Run 1, routed metal per tile:
Scale bar: 20 µm. 13 x 13 tiles, from dark purple (low) to yellow (high), scaled to the fullest tile. Values are wire area over tile area, all layers added.
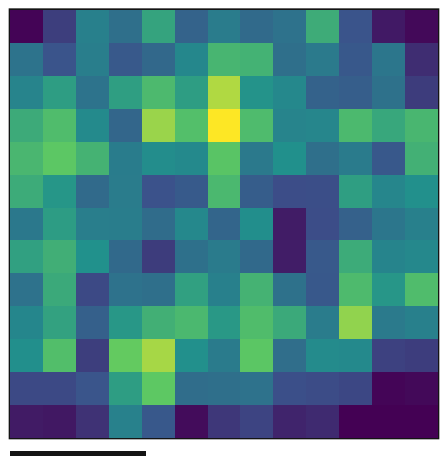
Run 1, sequential cells coloured by netlist name:
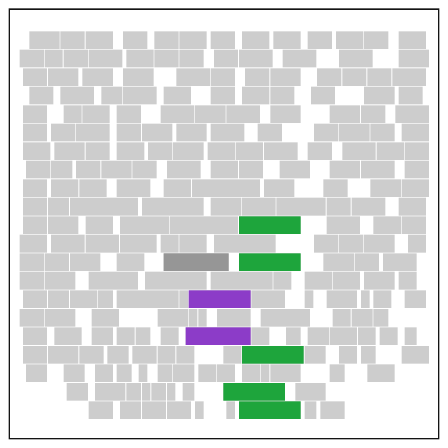
Run 1, clock distribution:
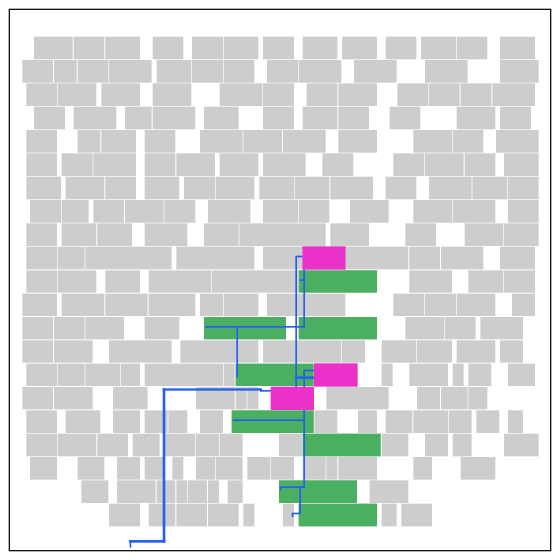
==> src/rtl/wb_arbiter_2to1.sv <==
// Two-master Wishbone classic arbiter: round-robin per bus cycle, grant held while the winner's cycle is high.
// A stall watchdog raises a one-cycle err to the granted master when the slave stops acking.
module wb_arbiter_2to1 #(
  parameter int ADDR_WIDTH     = 20,
  parameter int DATA_WIDTH     = 8,
  parameter int TIMEOUT_CYCLES = 16
) (
  input  logic                  wb_clock_i,
  input  logic                  wb_reset_i,
  input  logic [ADDR_WIDTH-1:0] m0_addr_i,
  input  logic [DATA_WIDTH-1:0] m0_data_i,
  input  logic                  m0_we_i,
  input  logic                  m0_cycle_i,
  input  logic                  m0_strobe_i,
  output logic                  m0_ack_o,
  output logic                  m0_err_o,
  input  logic [ADDR_WIDTH-1:0] m1_addr_i,
  input  logic [DATA_WIDTH-1:0] m1_data_i,
  input  logic                  m1_we_i,
  input  logic                  m1_cycle_i,
  input  logic                  m1_strobe_i,
  output logic                  m1_ack_o,
  output logic                  m1_err_o,
  output logic [DATA_WIDTH-1:0] m_data_o,
  output logic [ADDR_WIDTH-1:0] s_addr_o,
  output logic [DATA_WIDTH-1:0] s_data_o,
  output logic                  s_we_o,
  output logic                  s_cycle_o,
  output logic                  s_strobe_o,
  input  logic [DATA_WIDTH-1:0] s_data_i,
  input  logic                  s_ack_i,
  output logic [1:0]            grant_o
);

  localparam int CW = (TIMEOUT_CYCLES > 0) ? $clog2(TIMEOUT_CYCLES + 1) : 1;
  localparam logic [CW-1:0] LIMIT = (TIMEOUT_CYCLES > 0) ? CW'(TIMEOUT_CYCLES - 1) : '0;

  typedef enum logic [1:0] {IDLE, GNT0, GNT1} state_t;

  state_t        state, state_nxt;
  logic          last_grant, last_grant_nxt;
  logic [CW-1:0] count, count_nxt;
  logic          sel_strobe, stall, timeout;

  always_ff @(posedge wb_clock_i or posedge wb_reset_i) begin
    if (wb_reset_i) begin
      state      <= IDLE;
      last_grant <= 1'b1;
      count      <= '0;
    end else begin
      state      <= state_nxt;
      last_grant <= last_grant_nxt;
      count      <= count_nxt;
    end
  end

  // Tie in IDLE goes to the master that did not win last time.
  always_comb begin
    state_nxt      = state;
    last_grant_nxt = last_grant;
    case (state)
      IDLE: begin
        if (m0_cycle_i && (!m1_cycle_i || last_grant)) begin
          state_nxt      = GNT0;
          last_grant_nxt = 1'b0;
        end else if (m1_cycle_i) begin
          state_nxt      = GNT1;
          last_grant_nxt = 1'b1;
        end
      end
      GNT0:    if (!m0_cycle_i) state_nxt = IDLE;
      GNT1:    if (!m1_cycle_i) state_nxt = IDLE;
      default: state_nxt = IDLE;
    endcase
  end

  always_comb begin
    sel_strobe = 1'b0;
    if (state == GNT0) sel_strobe = m0_strobe_i;
    if (state == GNT1) sel_strobe = m1_strobe_i;
    stall   = sel_strobe && !s_ack_i;
    timeout = (TIMEOUT_CYCLES > 0) && stall && (count == LIMIT);
    if ((TIMEOUT_CYCLES == 0) || !stall || timeout || (state_nxt == IDLE))
      count_nxt = '0;
    else
      count_nxt = count + CW'(1);
  end

  always_comb begin
    s_addr_o   = '0;
    s_data_o   = '0;
    s_we_o     = 1'b0;
    s_cycle_o  = 1'b0;
    s_strobe_o = 1'b0;
    m0_ack_o   = 1'b0;
    m0_err_o   = 1'b0;
    m1_ack_o   = 1'b0;
    m1_err_o   = 1'b0;
    grant_o    = 2'b00;
    case (state)
      GNT0: begin
        s_addr_o   = m0_addr_i;
        s_data_o   = m0_data_i;
        s_we_o     = m0_we_i;
        s_cycle_o  = m0_cycle_i;
        s_strobe_o = m0_strobe_i;
        m0_ack_o   = s_ack_i && m0_strobe_i;
        m0_err_o   = timeout;
        grant_o    = 2'b01;
      end
      GNT1: begin
        s_addr_o   = m1_addr_i;
        s_data_o   = m1_data_i;
        s_we_o     = m1_we_i;
        s_cycle_o  = m1_cycle_i;
        s_strobe_o = m1_strobe_i;
        m1_ack_o   = s_ack_i && m1_strobe_i;
        m1_err_o   = timeout;
        grant_o    = 2'b10;
      end
      default: ;
    endcase
  end

  assign m_data_o = s_data_i;

endmodule

==> config.mk <==
export PLATFORM = sky130hd
export DESIGN_NAME = wb_arbiter_2to1
export DESIGN_NICKNAME = d
export VERILOG_FILES = /design/src/rtl/wb_arbiter_2to1.sv
export SDC_FILE = /design/constraint.sdc
export NUM_CORES = 1
export LEC_CHECK = 0
export CAP_MARGIN = 20
export CORE_UTILIZATION = 28
export CTS_CLUSTER_DIAMETER = 80
export DETAILED_ROUTE_END_ITERATION = 10
export MAX_ROUTING_LAYER = met4
export PLACE_DENSITY = 0.83
export SETUP_SLACK_MARGIN = 0.4
export SLEW_MARGIN = 15
export SYNTH_ARGS = -nofsm -noshare
export SYNTH_HDL_FRONTEND = slang
export SYNTH_SLANG_ARGS = --single-unit
==> constraint.sdc <==
create_clock -name wb_clock_i -period 2.5 [get_ports wb_clock_i]
set_input_delay 0.625 -clock wb_clock_i [delete_from_list [all_inputs] [get_ports wb_clock_i]]
set_output_delay 0.625 -clock wb_clock_i [all_outputs]
set_load 0.02 [all_outputs]
==> impl_table.tex, run 1 <==
% Table of physical implementation metrics
\begin{tabular}{lr}
\hline
Metric & Value \\
\hline
\multicolumn{2}{l}{\textbf{Global route}} \\
\quad Combined global-route utilization of all metal layers & a little over a fifth \\
\quad Congestion Overflow GR & 0 \\
\quad Number of antenna violations at the first check in global routing & 0 \\
\quad Global-route met2 utilization & between 30 and 40\% \\
\quad Met1 Resource Use GR & 24.4\% \\
\quad Number of global-route vias before repair & between 1,000 and 1,500 \\
\quad Met3 usage in global routing & 3.28\% \\
\quad GRT busiest layer & met2 \\
\quad First-pass GRT wire length & 6.61 mm \\
\quad Pin count of the biggest net entering global routing & 24 \\
\multicolumn{2}{l}{\textbf{Die}} \\
\quad Die Width & around 63 µm \\
\quad Floorplan utilization & 30.2\% \\
\quad Area of the die & 0.00396 mm² \\
\quad Number of standard-cell rows in the floorplan & 21 \\
\quad Top Ports & 118 \\
\quad Floorplan core area & 0.00344 mm² \\
\quad Die outline height & 62.9 µm \\
\multicolumn{2}{l}{\textbf{STA}} \\
\quad Largest clock skew in the final design & approximately 0.0045 ns \\
\quad Final setup violation count & 0 \\
\quad Total negative setup slack & 0 ns \\
\quad Final hold viol count & 0 \\
\quad Transition time of the tightest slew-check pin & 0.309 ns \\
\quad Share of the clock period used by the worst path & 88.2\% \\
\quad Count of pins over their slew limit & 0 \\
\quad Unrepaired setup endpoints after global routing & true \\
\quad Fmax & roughly 0.45 GHz \\
\quad Final min period & 2.21 ns \\
\quad Worst max-slew margin expressed relative to the limit & 79.4\% \\
\multicolumn{2}{l}{\textbf{Finish}} \\
\quad Filler cells & 221 \\
\quad Area growth from synthesis to layout & 167\% \\
\quad Area used by multi-input combinational logic & roughly 0.0011 mm² \\
\quad Antenna fix cells & 0 \\
\quad Fraction of layout cells with a size suffix above 1 & a little under three fifths \\
\multicolumn{2}{l}{\textbf{Pwr}} \\
\quad Clock share of power & 5.3\% \\
\quad Sequential cell fraction of total power & under 10\% \\
\quad Areal power density over the cells & around 1100 mW/mm² \\
\quad Net Switching & 1.19 mW \\
\quad Sw Share & between 30\% and 40\% \\
\quad Power of the combinational group & about 2.6 mW \\
\quad Dominant power group & combinational logic \\
\quad Share of power burned in combinational logic & around 90\% \\
\quad Lkg Pwr & $\sim$1.1 nW \\
\quad P\_int & between 1.5 and 2 mW \\
\quad Clock-net power & 0.159 mW \\
\quad Max IR drop VDD & about 0.95 mV \\
\quad Power Total & approximately 3 mW \\
\multicolumn{2}{l}{\textbf{Setup path}} \\
\quad Required time of the critical path & 1.88 ns \\
\quad Critical Path Sink Type & primary output \\
\quad Most used cell, CP & sky130\_fd\_sc\_hd\_\_buf\_6 \\
\quad Critical Path Max Stage Delay & 0.41 ns \\
\quad CP Depth & 7 \\
\quad Cell-by-cell trace of the critical path & buf\_6 -> ha\_4 -> buf\_12 -> buf\_16 -> a22oi\_2 -> nor2b\_2 -> buf\_6 \\
\quad Setup crit end & s\_addr\_o[18] \\
\quad Startpoint type of the worst setup path & register \\
\quad CP top delay family & buffers and inverters \\
\quad Slack of the worst reg-to-reg path & 0.56 ns \\
\quad Crit Path Category & register to primary output \\
\quad Crit-path max FO & 5 \\
\quad Endpoint arrival time on the critical path & about 1.6 ns \\
\quad R2r endpoint & count[4]\$\_DFF\_PP0\_ \\
\quad R2R depth & 7 \\
\quad Slowest-stage cell, CP & sky130\_fd\_sc\_hd\_\_dfrtp\_1 \\
\quad CP Launch Point & state[1]\$\_DFF\_PP0\_ \\
\quad CP Buf/Inv Count & 4 \\
\multicolumn{2}{l}{\textbf{Logic synthesis}} \\
\quad Area fraction in and, or, nand and nor cells & 28.7\% \\
\quad Synthesis Warnings & 0 \\
\quad Per-instance average area after synthesis & 7.93 µm² \\
\quad Sequential area share after synthesis & 19.4\% \\
\quad Unique cell type count in the Yosys netlist & 27 \\
\quad Number of nets at floorplan & 211 \\
\quad Cell Area, Synth & 0.00104 mm² \\
\quad Adder-Cell Fraction of Synth Area & 8.43\% \\
\quad YS chip area & 0.00104 mm² \\
\quad Portion of netlist area occupied by mux cells & 0\% \\
\quad Aoi share & 29.5\% \\
\quad Total cells reported by yosys after synthesis & 131 \\
\quad Xor-xnor portion of the synthesized cell area & 1.69\% \\
\quad Instance count of the mapped netlist & $\sim$130 \\
\quad Top non-seq family & AND-OR/OR-AND gates \\
\quad Post-synthesis sequential element count & 8 \\
\multicolumn{2}{l}{\textbf{Placement}} \\
\quad Half-perimeter wire length after placement & 2.83 mm \\
\quad Placed cell count & 272 \\
\quad Placer Congestion & roughly 0.85 \\
\quad Total of buffers placed on input and output ports & 101 \\
\multicolumn{2}{l}{\textbf{Run status}} \\
\quad Run status & finished, final reports clean \\
\multicolumn{2}{l}{\textbf{Detailed routing}} \\
\quad Total length of routed met3 wires & between 200 and 250 µm \\
\quad Wire length on met1 & between 1.5 and 2 mm \\
\quad DRC violations left & 0 \\
\quad Vias after detailed routing & 1,415 \\
\quad DR WL/cell & about 15 µm \\
\quad Number of iterations in the first detailed-routing pass & 4 \\
\quad Routed wire length & between 4 and 5 mm \\
\quad Iter 0 DRT Violations & 43 \\
\quad Number of nets still failing antenna checks after routing & 0 \\
\multicolumn{2}{l}{\textbf{Clocking}} \\
\quad Number of sinks on the clock net & 8 \\
\quad Clock root buffer master & sky130\_fd\_sc\_hd\_\_clkbuf\_8 \\
\quad TritonCTS clock tree & yes \\
\quad Total CTS buffers & 3 \\
\quad Clock-pin slew of the registers on the worst-case setup and hold paths & 0.04 ns \\
\quad Total of hold buffers inserted after clock tree synthesis & 0 \\
\quad Bufs on Longest Clock Path & 2 \\
\quad Clock H-tree levels & 1 \\
\quad Worst-skew pair later-pin latency & 0.23 ns \\
\multicolumn{2}{l}{\textbf{Worst hold path}} \\
\quad Number of cells traversed by the worst hold path & 1 \\
\quad Class of the most critical hold timing path & register to register \\
\quad Startpoint of the lowest-slack hold path & count[0]\$\_DFF\_PP0\_ \\
\quad Worst hold endpoint & count[0]\$\_DFF\_PP0\_ \\
\multicolumn{2}{l}{\textbf{Run}} \\
\quad Log Warnings & 33 \\
\quad Maxcap violations & 0 \\
\hline
\end{tabular}
About 'routed metal per tile':
emptiest ninth of the die: south-east
nearly empty tiles: 3.0%
densest ninth of the die: north
tiles over half the peak: 31%
mean over tiles: 0.17
fullest tile: 0.41

About 'sequential cells coloured by netlist name':
| signal | colour | sequential cells |
|---|---|---|
| count | green | 5 |
| state | purple | 2 |
FF+latch area: 203 µm²
power consumed by sequential cells: 0.197 mW
post-layout util: 80.4%

About 'clock distribution':
[clock wires] blue | length: 124 µm
[clock drivers] magenta | count: 3
[flip-flops] green | count: 8
routed clock nets: 4

## run 1: state kept, by name, summed over array words and instances (netlist names)
register    cells
last_grant      1
count           5
state           2
## run 1: layout make-up
cell class | instances | share of cell area [%]
clock buffers | 4 | 1.63
multi-input cells | 99 | 39.5
well taps | 46 | 2.08
flip-flops and latches | 8 | 7.32
inverters | 5 | 0.768
repair buffers | 122 | 48.7
## run 1: through the flow
stage / worst slack (ns) / instance area (µm²)
finish: 0.295 / 2770
global route: 0.219 / 2770
CTS: 0.290 / 2550
detailed placement: -0.184 / 2220
global placement: -0.177 / 2220
floorplan: 0.307 / 1120
## run 1: cell usage in the layout (no fill, tap or decap), types with 2 or more instances in the layout
cell / n
sky130_fd_sc_hd__buf_4: 12
sky130_fd_sc_hd__clkbuf_16: 2
sky130_fd_sc_hd__ha_1: 4
sky130_fd_sc_hd__buf_16: 3
sky130_fd_sc_hd__ha_4: 3
sky130_fd_sc_hd__nand3b_1: 2
sky130_fd_sc_hd__inv_1: 3
sky130_fd_sc_hd__dlygate4sd2_1: 3
sky130_fd_sc_hd__buf_6: 33
sky130_fd_sc_hd__nand2_1: 2
sky130_fd_sc_hd__nor2b_1: 2
sky130_fd_sc_hd__a211oi_1: 5
sky130_fd_sc_hd__a22oi_2: 28
sky130_fd_sc_hd__clkdlybuf4s50_1: 61
sky130_fd_sc_hd__clkbuf_8: 3
sky130_fd_sc_hd__dfrtp_1: 6
sky130_fd_sc_hd__buf_12: 4
sky130_fd_sc_hd__nor2b_2: 6
sky130_fd_sc_hd__nor2b_4: 23
sky130_fd_sc_hd__nor2_1: 4
sky130_fd_sc_hd__and3_1: 3
## run 1: repair_timing
action,CTS,global route
gates resized,240,41
setup buffers,1,2
endpoints found under the setup margin,37,36
pin swaps,2,10
cloned,3,2
hold endpoints to repair,0,0
## run 1: synth_stat cells
library cell                n  area share (%)
sky130_fd_sc_hd__a2111o_1   1             1.1
sky130_fd_sc_hd__a211oi_1   5             3.6
sky130_fd_sc_hd__a21boi_0   1            0.72
sky130_fd_sc_hd__a21oi_1    1            0.48
sky130_fd_sc_hd__a221oi_1   1            0.84
sky130_fd_sc_hd__a222oi_1   1            0.96
sky130_fd_sc_hd__a22o_1     1            0.84
sky130_fd_sc_hd__a22oi_1   29              21
sky130_fd_sc_hd__and2_1     2             1.2
sky130_fd_sc_hd__and3_1     4             2.4
sky130_fd_sc_hd__buf_4      8             5.8
sky130_fd_sc_hd__buf_6      1             1.1
sky130_fd_sc_hd__clkbuf_1  10             3.6
sky130_fd_sc_hd__dfrtp_1    7              17
sky130_fd_sc_hd__dfstp_2    1             2.5
sky130_fd_sc_hd__ha_1       7             8.4
sky130_fd_sc_hd__inv_1      5             1.8
sky130_fd_sc_hd__nand2_1    3             1.1
sky130_fd_sc_hd__nand2b_1   1            0.60
sky130_fd_sc_hd__nand3_1    1            0.48
sky130_fd_sc_hd__nand3b_1   2             1.4
sky130_fd_sc_hd__nor2_1     4             1.4
sky130_fd_sc_hd__nor2b_1   31              19
sky130_fd_sc_hd__nor3b_1    1            0.72
sky130_fd_sc_hd__or2_2      1            0.60
sky130_fd_sc_hd__xnor2_1    1            0.84
sky130_fd_sc_hd__xor2_1     1            0.84
==> run 2: changes to the inputs <==
==> constraint.sdc (replaced) <==
create_clock -name wb_clock_i -period 2.5 [get_ports wb_clock_i]
set_input_delay 0.75 -clock wb_clock_i [delete_from_list [all_inputs] [get_ports wb_clock_i]]
set_output_delay 0.75 -clock wb_clock_i [all_outputs]
set_load 0.02 [all_outputs]
Run 2, clock distribution:
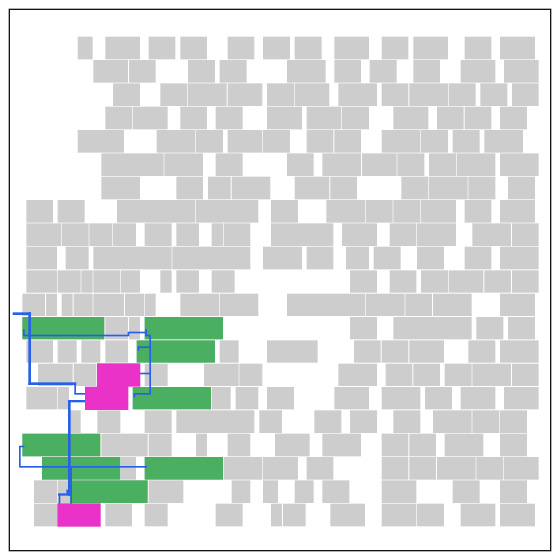
[clock wires] blue | length: 98.1 µm
[flip-flops] green | count: 8
[clock drivers] magenta | count: 3
routed clock nets: 4
clock share of power: 6.2%
largest clock skew in the final design: 0.000961 ns

Run 2, cells by drive strength:
Scale bar: 20 µm.
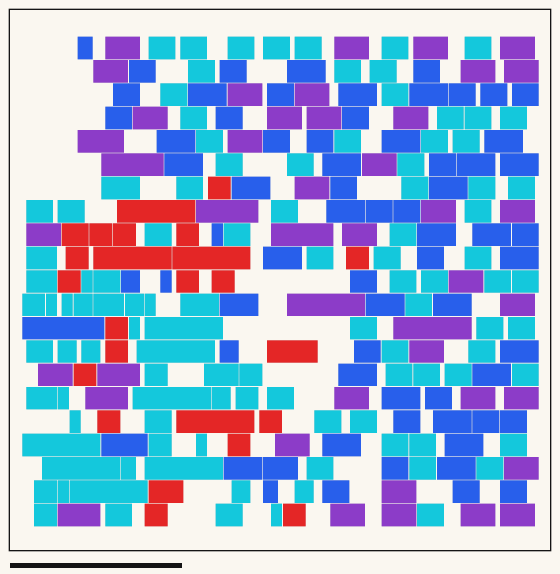
| size | colour | cells | share |
|---|---|---|---|
| _0 and _1 cells | cyan | 105 | 44% |
| _2 cells | blue | 68 | 28% |
| _3 and _4 cells | red | 24 | 10% |
| _6 and larger | purple | 43 | 18% |
Worst Slack Setup Final: 0.230 ns
area growth from synthesis to layout: 146%
post-route cell area: 0.00255 mm²

==> run 2 against run 1 <==
Compared with the run above: routed wire length up 8.9%; combinational power down 16%; global-route usage up 0.78 points; register-to-register slack better by 0.04 ns; synthesized cell count unchanged; final cell count up 0.70%; utilization down 6.3 points; highest routed layer unchanged.
==> impl_table.tex, run 2 <==
% Table of physical implementation metrics
\begin{tabular}{lr}
\hline
Metric & Value \\
\hline
\multicolumn{2}{l}{\textbf{Logic synthesis}} \\
\quad Sequential area share after synthesis & 19.4\% \\
\quad Number of synthesized flops with an enable pin & 0 \\
\quad Number of nets at floorplan & 211 \\
\quad Top flip-flop cell by instance count after synthesis & sky130\_fd\_sc\_hd\_\_dfrtp\_1 \\
\quad Instance count of the mapped netlist & 131 \\
\quad Top-area cell type share of the netlist area & 21.0\% \\
\quad Per-instance average area after synthesis & 7.93 µm² \\
\quad YS chip area & 0.00104 mm² \\
\quad Top cells, area & sky130\_fd\_sc\_hd\_\_a22oi\_1 21\%, sky130\_fd\_sc\_hd\_\_nor2b\_1 19\%, sky130\_fd\_sc\_hd\_\_dfrtp\_1 17\%, sky130\_fd\_sc\_hd\_\_ha\_1 8.4\%, sky130\_fd\_sc\_hd\_\_buf\_4 5.8\% \\
\quad Total cells reported by yosys after synthesis & around 130 \\
\quad Synthesis Warnings & 0 \\
\quad Unique cell type count in the Yosys netlist & 27 \\
\quad Top post-synthesis cells by count & 31 x sky130\_fd\_sc\_hd\_\_nor2b\_1, 29 x sky130\_fd\_sc\_hd\_\_a22oi\_1, 10 x sky130\_fd\_sc\_hd\_\_clkbuf\_1, 8 x sky130\_fd\_sc\_hd\_\_buf\_4 \\
\quad Post-synthesis sequential element count & 8 \\
\quad Most instantiated library cell after synthesis & sky130\_fd\_sc\_hd\_\_nor2b\_1 \\
\quad Asr flop ratio synth & 100\% \\
\quad Cell Area, Synth & 0.00104 mm² \\
\quad Cell type with the largest total area & sky130\_fd\_sc\_hd\_\_a22oi\_1 \\
\multicolumn{2}{l}{\textbf{Placement}} \\
\quad DP Area & 0.00225 mm² \\
\quad Placed cell count & 275 \\
\quad Placer Congestion & 0.752 \\
\quad Half-perimeter wire length after placement & 3.17 mm \\
\quad Total of buffers placed on input and output ports & 101 \\
\multicolumn{2}{l}{\textbf{Setup path}} \\
\quad CP top delay family & buffers and inverters \\
\quad Crit Path Category & register to primary output \\
\quad CP Buf/Inv Count & 3 \\
\quad CP Launch Point & state[0]\$\_DFF\_PP0\_ \\
\quad Slowest-stage cell, CP & sky130\_fd\_sc\_hd\_\_dfrtp\_1 \\
\quad Startpoint type of the worst setup path & register \\
\quad Required time of the critical path & 1.75 ns \\
\quad Critical Path Sink Type & primary output \\
\quad Crit-path max FO & 11 \\
\quad Cell-by-cell trace of the critical path & buf\_4 -> ha\_4 -> clkbuf\_16 -> a22oi\_2 -> nor2b\_2 -> buf\_6 \\
\quad Endpoint arrival time on the critical path & 1.52 ns \\
\quad Critical Path Max Stage Delay & between 0.3 and 0.4 ns \\
\multicolumn{2}{l}{\textbf{Run}} \\
\quad Maxcap violations & 0 \\
\quad Log Warnings & 32 \\
\multicolumn{2}{l}{\textbf{Detailed routing}} \\
\quad Vias after detailed routing & 1,443 \\
\quad Iter 0 DRT Violations & 52 \\
\quad Number of nets still failing antenna checks after routing & 0 \\
\quad DRC violations left & 0 \\
\quad Number of iterations in the first detailed-routing pass & 5 \\
\quad Routed wire length & 4.72 mm \\
\quad DR WL/cell & 16.5 µm \\
\multicolumn{2}{l}{\textbf{Pwr}} \\
\quad Areal power density over the cells & 1000 mW/mm² \\
\quad Lkg Pwr & 1.10 nW \\
\quad P\_int & 1.46 mW \\
\quad Sequential cell fraction of total power & 7.2\% \\
\quad Net Switching & 1.09 mW \\
\quad Share of power burned in combinational logic & 86.6\% \\
\quad Sw Share & around 43\% \\
\quad Max IR drop VDD & 0.687 mV \\
\multicolumn{2}{l}{\textbf{Finish}} \\
\quad Most common logic cell in the routed design & sky130\_fd\_sc\_hd\_\_dlygate4sd2\_1 \\
\quad Fraction of layout cells with a size suffix above 1 & 56.3\% \\
\quad Largest reg by FF count & count \\
\quad Commonest cells after routing, fill and taps aside & 62 x sky130\_fd\_sc\_hd\_\_dlygate4sd2\_1, 34 x sky130\_fd\_sc\_hd\_\_buf\_6, 29 x sky130\_fd\_sc\_hd\_\_a22oi\_2, 29 x sky130\_fd\_sc\_hd\_\_nor2b\_2, 17 x sky130\_fd\_sc\_hd\_\_buf\_4 \\
\quad Filler cells & 255 \\
\quad FF+latch area & 201 µm² \\
\quad Largest registers ranked by flip-flop count & count: 5 flops, state: 2 flops, last\_grant: 1 flops \\
\quad Max FFs per register & 5 \\
\quad Area used by multi-input combinational logic & 0.00101 mm² \\
\quad Antenna fix cells & 0 \\
\multicolumn{2}{l}{\textbf{Die}} \\
\quad Die outline height & approximately 63 µm \\
\quad Number of standard-cell rows in the floorplan & 21 \\
\quad Area of the die & about 0.0040 mm² \\
\quad Die Width & 62.9 µm \\
\quad Floorplan core area & 0.00344 mm² \\
\quad Top Ports & approximately 120 \\
\quad Floorplan utilization & 30.2\% \\
\multicolumn{2}{l}{\textbf{Clocking}} \\
\quad Clock root buffer master & sky130\_fd\_sc\_hd\_\_clkbuf\_8 \\
\quad Clock H-tree levels & 1 \\
\quad Total of hold buffers inserted after clock tree synthesis & 0 \\
\quad Number of sinks on the clock net & 8 \\
\quad Total CTS buffers & 3 \\
\quad Worst-skew pair later-pin latency & 0.22 ns \\
\quad Clock-pin slew of the registers on the worst-case setup and hold paths & roughly 0.040 ns \\
\quad TritonCTS clock tree & yes \\
\quad Bufs on Longest Clock Path & 2 \\
\multicolumn{2}{l}{\textbf{STA}} \\
\quad Final min period & between 2 and 2.5 ns \\
\quad Transition time of the tightest slew-check pin & 0.285 ns \\
\quad Final hold viol count & 0 \\
\quad Unrepaired setup endpoints after global routing & true \\
\quad Worst max-slew margin expressed relative to the limit & 81.0\% \\
\quad Count of pins over their slew limit & 0 \\
\quad Final setup violation count & 0 \\
\quad Fmax & 0.440 GHz \\
\quad Share of the clock period used by the worst path & $\sim$90\% \\
\quad Total negative setup slack & 0 ns \\
\multicolumn{2}{l}{\textbf{Global route}} \\
\quad Combined global-route utilization of all metal layers & 22.4\% \\
\quad Number of global-route vias before repair & 1,415 \\
\quad Pin count of the biggest net entering global routing & 31 \\
\quad Number of antenna violations at the first check in global routing & 0 \\
\quad Congestion Overflow GR & 0 \\
\quad First-pass GRT wire length & a little under 7 mm \\
\multicolumn{2}{l}{\textbf{Worst hold path}} \\
\quad Class of the most critical hold timing path & register to register \\
\quad Startpoint of the lowest-slack hold path & last\_grant\$\_DFFE\_PP1P\_ \\
\multicolumn{2}{l}{\textbf{Run status}} \\
\quad Run status & finished, final reports clean \\
\hline
\end{tabular}
run 2: cell counts after synthesis:
Identical to the previous run, type by type.
run 2: kinds of logic after synthesis:
kind of cell | share of synthesized area, %
flip-flops | 19.4
AND-OR/OR-AND | 29.5
buffers and inverters | 12.3
AND/OR/NAND/NOR | 28.7
XOR/XNOR | 1.69
adder cells (fa/ha/maj) | 8.43
run 2: worst reg2reg max path, stage by stage (launching register included):
cell and delay (ns):
sky130_fd_sc_hd__dfrtp_1 0.42, sky130_fd_sc_hd__inv_2 0.12, sky130_fd_sc_hd__ha_4 0.20, sky130_fd_sc_hd__clkbuf_16 0.19, sky130_fd_sc_hd__nand3b_1 0.08, sky130_fd_sc_hd__a2111o_1 0.51
sky130_fd_sc_hd__a211oi_1 0.27
run 2: power by group through the flow:
stage / registers, mW / clock network [mW] / logic [mW]
final: 0.184 / 0.159 / 2.21
after global routing: 0.184 / 0.168 / 2.32
after CTS: 0.179 / 0.161 / 1.94
after detailed placement: 0.181 / 0 / 1.76
after global placement: 0.180 / 0 / 1.75
after floorplan: 0.188 / 0 / 1.03
run 2: what timing repair did:
item / CTS / global route
buffers inserted: 1 / 3
endpoints found under the setup margin: 37 / 35
endpoints found under the hold margin: 0 / 0
pin swaps: 32 / 22
cloned: 0 / 3
gates resized: 307 / 14
run 2: per-layer routing:
| metal | vias up | routed length [µm] | GRT usage (%) |
|---|---|---|---|
| li1 | 688 | - | - |
| met1 | 680 | 1910 | 24.9 |
| met2 | 71 | 2540 | 42.7 |
| met3 | 4 | 253 | 2.92 |
| met4 | 0 | 19 | 2.62 |
| met5 | - | 0 | - |
run 2: final timing paths:
kind,slack (ns),cells after the start,to
worst max-delay path,0.23,6,s_addr_o[3]
worst min-delay path,0.51,2,last_grant$_DFFE_PP1P_
worst max register to register,0.60,6,count[3]$_DFF_PP0_
worst min register to register,0.51,2,last_grant$_DFFE_PP1P_
max in group asynchronous,1.46,2,last_grant$_DFFE_PP1P_
min in group asynchronous,0.76,2,count[0]$_DFF_PP0_
run 2: final cells by class:
type                            instances  share of cell area, %
Timing Repair Buffer                  124                   47.8
Multi-Input combinational cell         99                   39.6
Inverter                                5                  0.736
Clock buffer                            4                   1.77
Sequential cell                         8                   7.90
Tap cell                               46                   2.26
run 2: per-stage QoR:
| stage | worst slack (ns) | total power [mW] | util [%] |
|---|---|---|---|
| after detailed placement | -0.514 | 1.94 | 65.3 |
| final | 0.230 | 2.55 | 74.1 |
| after CTS | 0.218 | 2.28 | 69.7 |
| after global routing | 0.184 | 2.68 | 74.1 |
| after global placement | -0.489 | 1.93 | 65.3 |
| after floorplan | 0.407 | 1.22 | - |
==> run 3: changes to the inputs <==
SLEW_MARGIN = 25   (was 15)
Run 3, cells by drive strength:
Scale bar: 20 µm.
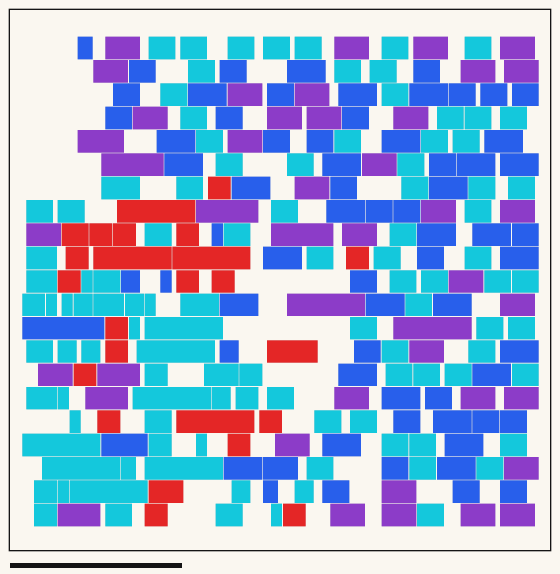
| size | colour | cells | share |
|---|---|---|---|
| _3 and _4 cells | red | 24 | 10% |
| _6 and larger | purple | 43 | 18% |
| _2 cells | blue | 68 | 28% |
| _0 and _1 cells | cyan | 105 | 44% |
buffers outside the clock class: 124

Run 3, clock distribution:
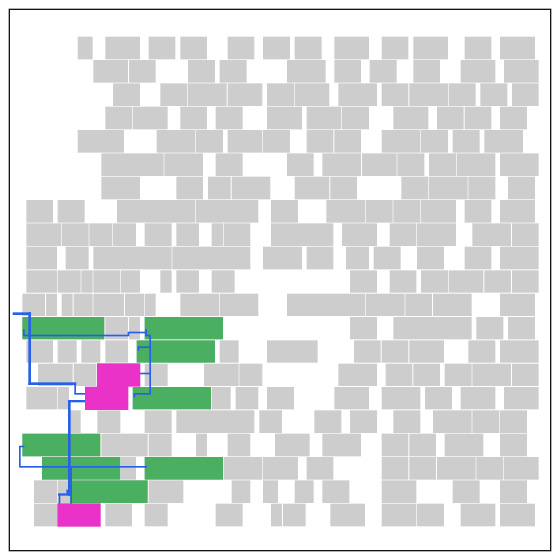
[clock drivers] magenta | count: 3
[flip-flops] green | count: 8
[clock wires] blue | length: 98.1 µm
routed clock nets: 4
worst-skew pair later-pin latency: 0.22 ns
clock-net power: 0.159 mW

==> run 3 against run 2 <==
Compared with the run above: combinational power about the same; largest cell class unchanged; area after synthesis is the same; highest routed layer unchanged; final area did not move.
==> impl_table.tex, run 3 <==
% Table of physical implementation metrics
\begin{tabular}{lr}
\hline
Metric & Value \\
\hline
\multicolumn{2}{l}{\textbf{Setup path}} \\
\quad Crit Path Category & register to primary output \\
\quad Critical Path Sink Type & primary output \\
\quad Slowest-stage cell, CP & sky130\_fd\_sc\_hd\_\_dfrtp\_1 \\
\quad CP top delay family & buffers and inverters \\
\quad Critical Path Max Stage Delay & around 0.39 ns \\
\quad CP Launch Point & state[0]\$\_DFF\_PP0\_ \\
\quad Endpoint arrival time on the critical path & 1.52 ns \\
\quad Startpoint type of the worst setup path & register \\
\quad CP Buf/Inv Count & 3 \\
\quad Crit-path max FO & 11 \\
\multicolumn{2}{l}{\textbf{Die}} \\
\quad Floorplan utilization & a little under a third \\
\quad Die outline height & $\sim$63 µm \\
\quad Die Width & 62.9 µm \\
\quad Top Ports & between 100 and 150 \\
\quad Floorplan core area & between 0.003 and 0.004 mm² \\
\quad Number of standard-cell rows in the floorplan & 21 \\
\quad Area of the die & 0.00396 mm² \\
\multicolumn{2}{l}{\textbf{STA}} \\
\quad Count of pins over their slew limit & 0 \\
\quad Final hold viol count & 0 \\
\quad Unrepaired setup endpoints after global routing & true \\
\quad Final min period & 2.27 ns \\
\quad Transition time of the tightest slew-check pin & 0.285 ns \\
\quad Worst max-slew margin expressed relative to the limit & just over 80\% \\
\quad Fmax & $\sim$0.44 GHz \\
\quad Largest clock skew in the final design & just under 0.001 ns \\
\multicolumn{2}{l}{\textbf{Placement}} \\
\quad Placer Congestion & 0.752 \\
\quad DP Area & 0.00225 mm² \\
\quad Half-perimeter wire length after placement & 3.17 mm \\
\multicolumn{2}{l}{\textbf{Finish}} \\
\quad Most common logic cell in the routed design & sky130\_fd\_sc\_hd\_\_dlygate4sd2\_1 \\
\quad Max FFs per register & 5 \\
\quad Commonest cells after routing, fill and taps aside & 62 x sky130\_fd\_sc\_hd\_\_dlygate4sd2\_1, 34 x sky130\_fd\_sc\_hd\_\_buf\_6, 29 x sky130\_fd\_sc\_hd\_\_a22oi\_2, 29 x sky130\_fd\_sc\_hd\_\_nor2b\_2, 17 x sky130\_fd\_sc\_hd\_\_buf\_4 \\
\quad Largest reg by FF count & count \\
\quad Post-layout util & 74.1\% \\
\quad Largest registers ranked by flip-flop count & count: 5 flops, state: 2 flops, last\_grant: 1 flops \\
\quad Area growth from synthesis to layout & 146\% \\
\quad Fraction of layout cells with a size suffix above 1 & between 50\% and 60\% \\
\quad Post-route cell area & about 0.0026 mm² \\
\quad Antenna fix cells & 0 \\
\quad Filler cells & approximately 260 \\
\multicolumn{2}{l}{\textbf{Clocking}} \\
\quad Clock-pin slew of the registers on the worst-case setup and hold paths & 0.04 ns \\
\quad Total CTS buffers & 3 \\
\quad Clock root buffer master & sky130\_fd\_sc\_hd\_\_clkbuf\_8 \\
\quad TritonCTS clock tree & yes \\
\quad Total of hold buffers inserted after clock tree synthesis & 0 \\
\quad Bufs on Longest Clock Path & 2 \\
\quad Clock H-tree levels & 1 \\
\multicolumn{2}{l}{\textbf{Logic synthesis}} \\
\quad Top post-synthesis cells by count & 31 x sky130\_fd\_sc\_hd\_\_nor2b\_1, 29 x sky130\_fd\_sc\_hd\_\_a22oi\_1, 10 x sky130\_fd\_sc\_hd\_\_clkbuf\_1, 8 x sky130\_fd\_sc\_hd\_\_buf\_4 \\
\quad Synthesis Warnings & 0 \\
\quad YS chip area & 0.00104 mm² \\
\quad Most instantiated library cell after synthesis & sky130\_fd\_sc\_hd\_\_nor2b\_1 \\
\quad Total cells reported by yosys after synthesis & 131 \\
\quad Top-area cell type share of the netlist area & 21.0\% \\
\quad Asr flop ratio synth & 100\% \\
\quad Top flip-flop cell by instance count after synthesis & sky130\_fd\_sc\_hd\_\_dfrtp\_1 \\
\quad Sequential area share after synthesis & 19.4\% \\
\quad Number of nets at floorplan & 211 \\
\quad Cell type with the largest total area & sky130\_fd\_sc\_hd\_\_a22oi\_1 \\
\quad Per-instance average area after synthesis & about 8 µm² \\
\quad Cell Area, Synth & 0.00104 mm² \\
\quad Instance count of the mapped netlist & around 130 \\
\quad Top cells, area & sky130\_fd\_sc\_hd\_\_a22oi\_1 21\%, sky130\_fd\_sc\_hd\_\_nor2b\_1 19\%, sky130\_fd\_sc\_hd\_\_dfrtp\_1 17\%, sky130\_fd\_sc\_hd\_\_ha\_1 8.4\%, sky130\_fd\_sc\_hd\_\_buf\_4 5.8\% \\
\quad Unique cell type count in the Yosys netlist & 27 \\
\multicolumn{2}{l}{\textbf{Global route}} \\
\quad Congestion Overflow GR & 0 \\
\quad Combined global-route utilization of all metal layers & 22.4\% \\
\quad Number of global-route vias before repair & 1,415 \\
\quad Pin count of the biggest net entering global routing & 31 \\
\quad Number of antenna violations at the first check in global routing & 0 \\
\quad First-pass GRT wire length & 6.89 mm \\
\multicolumn{2}{l}{\textbf{Detailed routing}} \\
\quad Routed wire length & 4.72 mm \\
\quad DR WL/cell & roughly 17 µm \\
\quad Vias after detailed routing & 1,443 \\
\quad Number of iterations in the first detailed-routing pass & 5 \\
\multicolumn{2}{l}{\textbf{Run}} \\
\quad Maxcap violations & 0 \\
\quad Log Warnings & 32 \\
\multicolumn{2}{l}{\textbf{Worst hold path}} \\
\quad Startpoint of the lowest-slack hold path & last\_grant\$\_DFFE\_PP1P\_ \\
\quad Class of the most critical hold timing path & register to register \\
\multicolumn{2}{l}{\textbf{Pwr}} \\
\quad Max IR drop VDD & 0.687 mV \\
\quad Areal power density over the cells & 1000 mW/mm² \\
\quad Lkg Pwr & 1.10 nW \\
\multicolumn{2}{l}{\textbf{Run status}} \\
\quad Run status & finished, final reports clean \\
\hline
\end{tabular}
==> run 3: cell counts after synthesis <==
Identical to the previous run, type by type.
==> run 3: layer usage <==
layer / global-route usage, % / part of all wire [%] / vias to the layer above
li1: - / - / 688
met1: 24.9 / 40 / 680
met2: 42.7 / 54 / 71
met3: 2.92 / 5.4 / 4
met4: 2.62 / 0.40 / 0
met5: - / 0 / -
==> run 3: cells by family (layout without fill, tap and decap cells) <==
group	after synthesis	count (layout)	share of synthesized area, %
simple gates	50	50	28.7
fa+ha+maj	7	7	8.43
xor+xnor	2	2	1.69
compound gates	40	40	29.5
flops	8	8	19.4
buf+inv	24	133	12.3
==> run 3: where the power goes <==
part	leakage [nW]	switching, mW	total (mW)	internal (mW)
Clock	0.0228	0.0484	0.159	0.110
Combinational	0.968	1.02	2.21	1.19
Sequential	0.106	0.0219	0.184	0.162
Total	1.10	1.09	2.55	1.46
==> run 3: path summary, 6_finish.rpt <==
| kind | slack [ns] | end | depth (start not counted) |
|---|---|---|---|
| worst max-delay path | 0.23 | s_addr_o[3] | 6 |
| worst min-delay path | 0.51 | last_grant$_DFFE_PP1P_ | 2 |
| worst max register to register | 0.60 | count[3]$_DFF_PP0_ | 6 |
| min in group asynchronous | 0.76 | count[0]$_DFF_PP0_ | 2 |
| worst min register to register | 0.51 | last_grant$_DFFE_PP1P_ | 2 |
| max in group asynchronous | 1.46 | last_grant$_DFFE_PP1P_ | 2 |
==> run 3: final cells by class <==
cell class	instances	area (µm²)	area share, %
clock buffer	4	45.0	1.77
inverter	5	18.8	0.736
multi-input combinational	99	1010	39.6
sequential	8	201	7.90
tap	46	57.6	2.26
timing repair buffer	124	1220	47.8
==> run 3: repair_timing <==
action                     in CTS  in global routing
setup buffers                   1                  3
gates cloned                    0                  3
resized                       307                 14
setup endpoints to repair      37                 35
pin swaps                      32                 22
hold endpoints to repair        0                  0
==> run 3: worst register-to-register path, stage by stage, from the launching register on <==
cell                        delay, ns
sky130_fd_sc_hd__dfrtp_1         0.42
sky130_fd_sc_hd__inv_2           0.12
sky130_fd_sc_hd__ha_4            0.20
sky130_fd_sc_hd__clkbuf_16       0.19
sky130_fd_sc_hd__nand3b_1        0.08
sky130_fd_sc_hd__a2111o_1        0.51
sky130_fd_sc_hd__a211oi_1        0.27
==> run 3: through the flow <==
| step | setup slack, ns | power, mW | cells | TNS [ns] |
|---|---|---|---|---|
| global route | 0.184 | 2.68 | 286 | 0 |
| floorplan | 0.407 | 1.22 | 131 | 0 |
| global placement | -0.489 | 1.93 | 275 | -9.80 |
| detailed placement | -0.514 | 1.94 | 275 | -10.11 |
| finish | 0.230 | 2.55 | 286 | 0 |
| CTS | 0.218 | 2.28 | 280 | 0 |
Power and IR drop assume default switching activity.
